**src/rtl/reg_dump_pkg.sv**
```systemverilog
// reg_dump_pkg
// Shared definitions for the register dump reader: the FSM state enum,
// the ASCII constants used to build each dump line, and a helper that
// computes the line length for a given address/data width.
package reg_dump_pkg;

    typedef enum logic [2:0] {
        IDLE,
        FETCH,
        EMIT,
        NEXT,
        FIN
    } state_t;

    localparam logic [7:0] ASCII_R     = 8'h52;
    localparam logic [7:0] ASCII_COLON = 8'h3A;
    localparam logic [7:0] ASCII_CR    = 8'h0D;
    localparam logic [7:0] ASCII_LF    = 8'h0A;
    localparam logic [7:0] ASCII_0     = 8'h30;
    localparam logic [7:0] ASCII_A     = 8'h41;

    // 'R' + address digits + ':' + data digits + CR + LF
    function automatic int line_len(input int addr_w, input int data_w);
        return 1 + (addr_w + 3) / 4 + 1 + data_w / 4 + 2;
    endfunction

endpackage

```
**src/rtl/reg_dump_reader_hex_to_ascii.sv**
```systemverilog
// hex_to_ascii
// Combinational conversion of one 4-bit nibble to its uppercase ASCII
// hex digit ('0'..'9', 'A'..'F').
// Ports:
//   nibble  in   4  value to convert
//   ascii   out  8  ASCII character
module hex_to_ascii
    import reg_dump_pkg::*;
(
    input  logic [3:0] nibble,
    output logic [7:0] ascii
);

    always_comb begin
        if (nibble < 4'd10) begin
            ascii = ASCII_0 + {4'h0, nibble};
        end else begin
            ascii = ASCII_A + {4'h0, nibble} - 8'd10;
        end
    end

endmodule

```
**src/rtl/reg_dump_reader.sv**
```systemverilog
// reg_dump_reader
// Walks every entry of a register file through a combinational read port
// and streams each one to a UART transmitter as a text line of the form
// "R<addr hex>:<data hex>\r\n". A snapshot of the entry is taken before
// its line is emitted, so later register writes cannot tear the line.
// Optional feature: define REG_DUMP_SKIP_ZERO_EN to suppress lines for
// registers whose value is zero.
// Ports:
//   clk       in   1       clock
//   rst_n     in   1       asynchronous active-low reset
//   start     in   1       dump request, ignored while a dump runs
//   ra        out  ADDR_W  register-file read address
//   rd        in   DATA_W  register-file read data for ra
//   tx_data   out  8       character offered to the transmitter
//   tx_valid  out  1       tx_data valid
//   tx_ready  in   1       transmitter accepts tx_data
//   busy      out  1       dump in progress
//   done      out  1       one-cycle pulse at dump end
module reg_dump_reader
    import reg_dump_pkg::*;
#(
    parameter int ADDR_W = 4,
    parameter int DATA_W = 32
) (
    input  logic              clk,
    input  logic              rst_n,
    input  logic              start,
    output logic [ADDR_W-1:0] ra,
    input  logic [DATA_W-1:0] rd,
    output logic [7:0]        tx_data,
    output logic              tx_valid,
    input  logic              tx_ready,
    output logic              busy,
    output logic              done
);

    localparam int AD       = (ADDR_W + 3) / 4;
    localparam int ND       = DATA_W / 4;
    localparam int LINE_LEN = line_len(ADDR_W, DATA_W);
    localparam int IDX_W    = $clog2(LINE_LEN);
    localparam int RA_EXT_W = 4 * AD;
    localparam logic [ADDR_W-1:0] RA_LAST = '1;

    state_t              state;
    state_t              state_next;
    logic [DATA_W-1:0]   snapshot;
    logic [IDX_W-1:0]    idx;
    logic                last_char;
    logic [RA_EXT_W-1:0] ra_ext;
    logic [RA_EXT_W-1:0] ra_shift;
    logic [DATA_W-1:0]   snap_shift;
    logic [3:0]          nibble;
    logic [7:0]          hex_ascii;
    logic [7:0]          char_sel;
    logic                use_hex;
    int                  pos;

    assign last_char = (int'(idx) == LINE_LEN - 1);
    assign ra_ext    = RA_EXT_W'(ra);

    always_ff @(posedge clk or negedge rst_n) begin
        if (!rst_n) begin
            state <= IDLE;
        end else begin
            state <= state_next;
        end
    end

    always_comb begin
        state_next = state;
        case (state)
            IDLE:  if (start) state_next = FETCH;
`ifdef REG_DUMP_SKIP_ZERO_EN
            FETCH: state_next = (rd == '0) ? NEXT : EMIT;
`else
            FETCH: state_next = EMIT;
`endif
            EMIT:  if (tx_ready && last_char) state_next = NEXT;
            NEXT:  state_next = (ra == RA_LAST) ? FIN : FETCH;
            FIN:   state_next = IDLE;
            default: state_next = IDLE;
        endcase
    end

    // Address counter, snapshot and character index. ra deliberately stops
    // at the last entry instead of wrapping; NEXT leaves through FIN there.
    always_ff @(posedge clk or negedge rst_n) begin
        if (!rst_n) begin
            ra       <= '0;
            snapshot <= '0;
            idx      <= '0;
        end else begin
            case (state)
                IDLE:  if (start) ra <= '0;
                FETCH: begin
                    snapshot <= rd;
                    idx      <= '0;
                end
                EMIT:  if (tx_ready && !last_char) idx <= idx + IDX_W'(1);
                NEXT:  if (ra != RA_LAST) ra <= ra + ADDR_W'(1);
                default: ;
            endcase
        end
    end

    // Character selection by index: fixed punctuation or a hex digit taken
    // MSB-first from either the zero-extended address or the snapshot.
    always_comb begin
        pos        = int'(idx);
        char_sel   = ASCII_R;
        use_hex    = 1'b0;
        ra_shift   = '0;
        snap_shift = '0;
        nibble     = 4'h0;
        if (pos == 0) begin
            char_sel = ASCII_R;
        end else if (pos <= AD) begin
            use_hex  = 1'b1;
            ra_shift = ra_ext >> (4 * (AD - pos));
            nibble   = ra_shift[3:0];
        end else if (pos == AD + 1) begin
            char_sel = ASCII_COLON;
        end else if (pos <= AD + 1 + ND) begin
            use_hex    = 1'b1;
            snap_shift = snapshot >> (4 * (AD + 1 + ND - pos));
            nibble     = snap_shift[3:0];
        end else if (pos == AD + 2 + ND) begin
            char_sel = ASCII_CR;
        end else begin
            char_sel = ASCII_LF;
        end
    end

    hex_to_ascii u_hex_to_ascii (
        .nibble (nibble),
        .ascii  (hex_ascii)
    );

    // busy drops in FIN, the same cycle done pulses.
    always_comb begin
        tx_valid = (state == EMIT);
        tx_data  = 8'h00;
        if (state == EMIT) begin
            tx_data = use_hex ? hex_ascii : char_sel;
        end
        busy = (state == FETCH) || (state == EMIT) || (state == NEXT);
        done = (state == FIN);
    end

endmodule
```
**config.mk**
```make
export PLATFORM = sky130hd
export DESIGN_NAME = reg_dump_reader
export DESIGN_NICKNAME = d
export VERILOG_FILES = /design/src/rtl/reg_dump_pkg.sv /design/src/rtl/reg_dump_reader_hex_to_ascii.sv /design/src/rtl/reg_dump_reader.sv
export SDC_FILE = /design/constraint.sdc
export NUM_CORES = 1
export LEC_CHECK = 0
export CAP_MARGIN = 20
export CORE_MARGIN = 5
export CORE_UTILIZATION = 39
export CTS_BUF_LIST = sky130_fd_sc_hd__clkbuf_8
export CTS_CLUSTER_DIAMETER = 100
export DETAILED_ROUTE_END_ITERATION = 12
export PLACE_DENSITY_LB_ADDON = 0.12
export SLEW_MARGIN = 25
export SYNTH_ARGS = -nofsm -noshare
export SYNTH_HDL_FRONTEND = slang
export SYNTH_SLANG_ARGS = --single-unit
export TNS_END_PERCENT = 30
```
**constraint.sdc**
```tcl
create_clock -name clk -period 4.1 [get_ports clk]
set_input_delay 1.23 -clock clk [delete_from_list [all_inputs] [get_ports clk]]
set_output_delay 1.23 -clock clk [all_outputs]
set_load 0.02 [all_outputs]
```
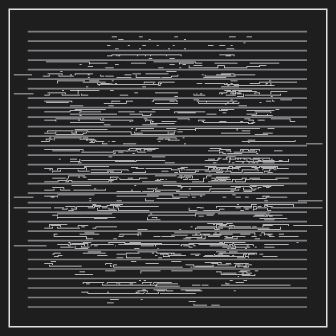
m1.png
Supply wires on this layer in gray.
nets with wire on the layer = 324
wire length on this layer = 2,660 um
met1 GRT Util: 0.192
total wire length: 5.75 mm
via count: 2,106

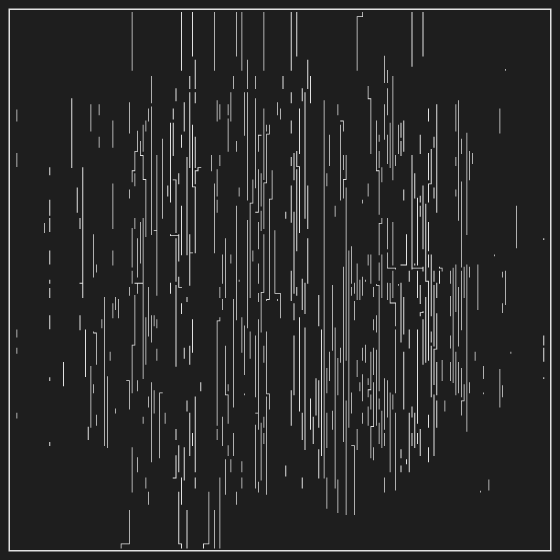
m2.png
nets with wire on the layer = 299
wire length on this layer = 2,700 um
share of all routed wire = 47%
main direction = vertical

==> Changelog: implementation <==
### Changed

* Status: complete, no violations
* Number of cells on the critical path at 8
* Share of post-route cells with drive strength above 1 at 0.115
* Total power at 2.30 mW
* Final std cells w/o fill at 417
* Skew-Pair Late Insertion Delay at approximately 300 ps
* Initial antenna violation count at 0
* Hold Fails Final Rpt at 0
* Post-synthesis instance area at 0.00253 mm^2
* HPWL Detailed at 4.37 mm
* Initial Util at 0.401
* Max-Cap Viols at 0
* Critical path startpoint category: flop
* Ant. Diodes at 0
* CP delay by family, top: multiplexers
* Final instance area at between 0.003 and 0.004 mm^2
* CTS root buf: clkbuf_8
* Async SR Flop Fraction at 1.00
* Vias per Instance at 5.05
* R2R Path End: idx[3]
* Leakage Power at around 1.5 nW
* CP Data Required Time at roughly 2900 ps
* Fin Hold WS at roughly 470 ps
* Mux area share at 0.102
* DP Cell Count at 409
* CTS Buffer Depth at 2
* H-Tree Depth at 2
* Die Size at 0.00819 mm^2
* Main logic family: simple AND/OR/NAND/NOR gates
* Setup_tns at 0 ps
* Seq share, synth at 0.426
* Slowest-stage cell, CP: ha_2
* Crit share post-route at 0.965
* Overflow after GRT at 0
* Crit Path Category: flop to primary output
* Worst VDD drop at 0.301 mV
* Nets at 381
* WHS Endpoint: snapshot[13]
* Residual DRC at 0
* Vias in the first global route at 2,131
* Yosys stat cell total at 290
* Total track usage at 0.146
* Crit-path max FO at 9
* Ys flops at 43
* Simple share at 0.270
* Post_cts resized at 8
* Core ar. at around 0.0063 mm^2
* Setup bufs post-CTS at 0
* Yosys Chip Area at 0.00253 mm^2
* Place WS at between 8 and 9 ps
* Post-CTS Hold Fix Bufs at 0
* Hold Startpoint: snapshot[13]
* Crit-path cells: inv_1 > ha_2 > mux4_2 > mux2i_1 > o21ai_1 > and3_4 > a2111oi_2 > dlygate4sd2_1
* # rows at 29
* Yosys adder share at 0.0297
* Flip-flops with a built-in enable at 0
* Unique cell types at 48
* Die width at 90.5 um
* ANT nets after route at 0
* CTS buffer count at 5
* Largest net degree at the start of global routing at 44
* Per-cell routed wire length at about 14 um
* PortBufs at 49
* Synth top area share at 0.426
* Core Util, Final at 0.513
* Dominant Register Cell: dfrtp_1
* Post-DP Area at 0.00310 mm^2
* Crit path to: tx_data[2]
* Achievable clock frequency at 253 MHz
* Count of final setup violators at 0
* OpenROAD warning count at 29
* RSZ-0062 raised after global routing: false
* Reg2Reg Launch Point: state[1]
* Final min period at 3960 ps
* Min-Delay Path Depth at 2
* Filler cells at about 640
* Compound Share, Synth at 0.0905
* Skew final at 9.63 ps
* First-pass DRT Iterations at 4
* Final GP Congestion at between 0.8 and 0.9
* Worst reg-to-reg path cell count at 6
* Post-synthesis net count at 332
* Area growth, synth to finish at 28.1%
* Chip height at 90.5 um
* Buffers & Inverters on Critical Path at 2
* Critical path capture point type: primary output
* Pwr Density at 709 mW/mm^2
* # clock sinks at approximately 43
* CTS clk-pin slew, worst paths at 80 ps
* XOR Share, Synth at 0.0317
* Slowest Stage Delay on Critical Path at 450 ps
* Cells after Synth at between 200 and 300
* Area leader, netlist: dfrtp_1
* Global-route wire length before repair at 9.90 mm
* Worst Tran Pin Value at 816 ps
* Syn_area_per_cell at 8.72 um^2
* Crit path from: idx[1]
* Yosys Warn Count at 0
* TritonCTS clock tree: yes
* Slew Viols, Final at 0
* IO Count at just over 50
* Worst hold path type: flop to flop
* DR iter-0 viols at 75
* R2R setup slack at 1990 ps
* Worst setup margin at around 140 ps
* Slew HR at 0.454
* Data arrival, critical path at 2730 ps
* Cell area leaders: dfrtp_1 (43%), nand2_1 (16%), mux4_2 (4.5%)
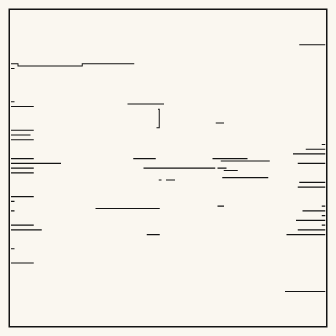
m3.png
nets with wire on the layer = 43
main direction = horizontal
longest straight run = 20.2 um
share of all routed wire = 5.7%
wire length on this layer = 326 um

-- synthesized netlist by cell type (2+ instances only) --
cell type    n
xor2_1       3
mux2i_1      4
clkbuf_1    11
nand2b_1     2
o21ai_1      2
nand4_1      4
xnor2_1      3
inv_1       11
nor2b_1      5
nand3_1      9
o22ai_1      3
nor3_1       4
buf_4        2
nor2_1      12
and2_1       2
nand2_1    107
o21ai_0      7
a31oi_1      3
dfrtp_1     43
ha_1         6
mux2i_2      2
a21oi_1     10
mux4_2       5
buf_2        2
nor4_1       2
nor3b_1      2
mux4_1       3
-- cells in the final DEF (no fill, tap or decap), types with 3 or more instances in the layout --
cell type        instances
nand4_1                  4
a21oi_1                 10
nor2_1                  12
o22ai_1                  3
inv_1                   11
ha_1                     4
buf_4                   10
dlygate4sd2_1            5
xor2_1                   3
clkdlybuf4s50_1         41
mux2i_1                  4
o21ai_0                  7
nand2_1                107
nor2b_1                  4
dfrtp_1                 43
mux4_1                   3
clkbuf_8                 6
nand3_1                  9
nor3_1                   4
mux4_2                   5
xnor2_1                  3
-- area by class of cell --
class | instances | area (um^2) | area share
multi-input combinational | 219 | 1350 | 0.418
tap | 77 | 96.3 | 0.0298
timing repair buffer | 58 | 547 | 0.169
clock buffer | 6 | 82.6 | 0.0255
clock inverter | 2 | 38.8 | 0.0120
sequential | 43 | 1080 | 0.332
inverter | 12 | 45.0 | 0.0139
-- where the power goes --
group          total [mW]  switching (mW)  internal, mW
clock network       0.348           0.148         0.200
logic                1.20           0.660         0.542
registers           0.747           0.136         0.611
-- state kept, by name, indices dropped and copies added (netlist names) --
name,count
idx,4
ra,4
snapshot,32
state,3
-- metal layers --
layer	up-vias	share of wire	track usage
met4	0	0.011	0.0447
li1	1068	-	-
met5	-	0	0
met2	56	0.47	0.234
met1	975	0.46	0.192
met3	7	0.057	0.0383
Power and IR drop assume default switching activity.
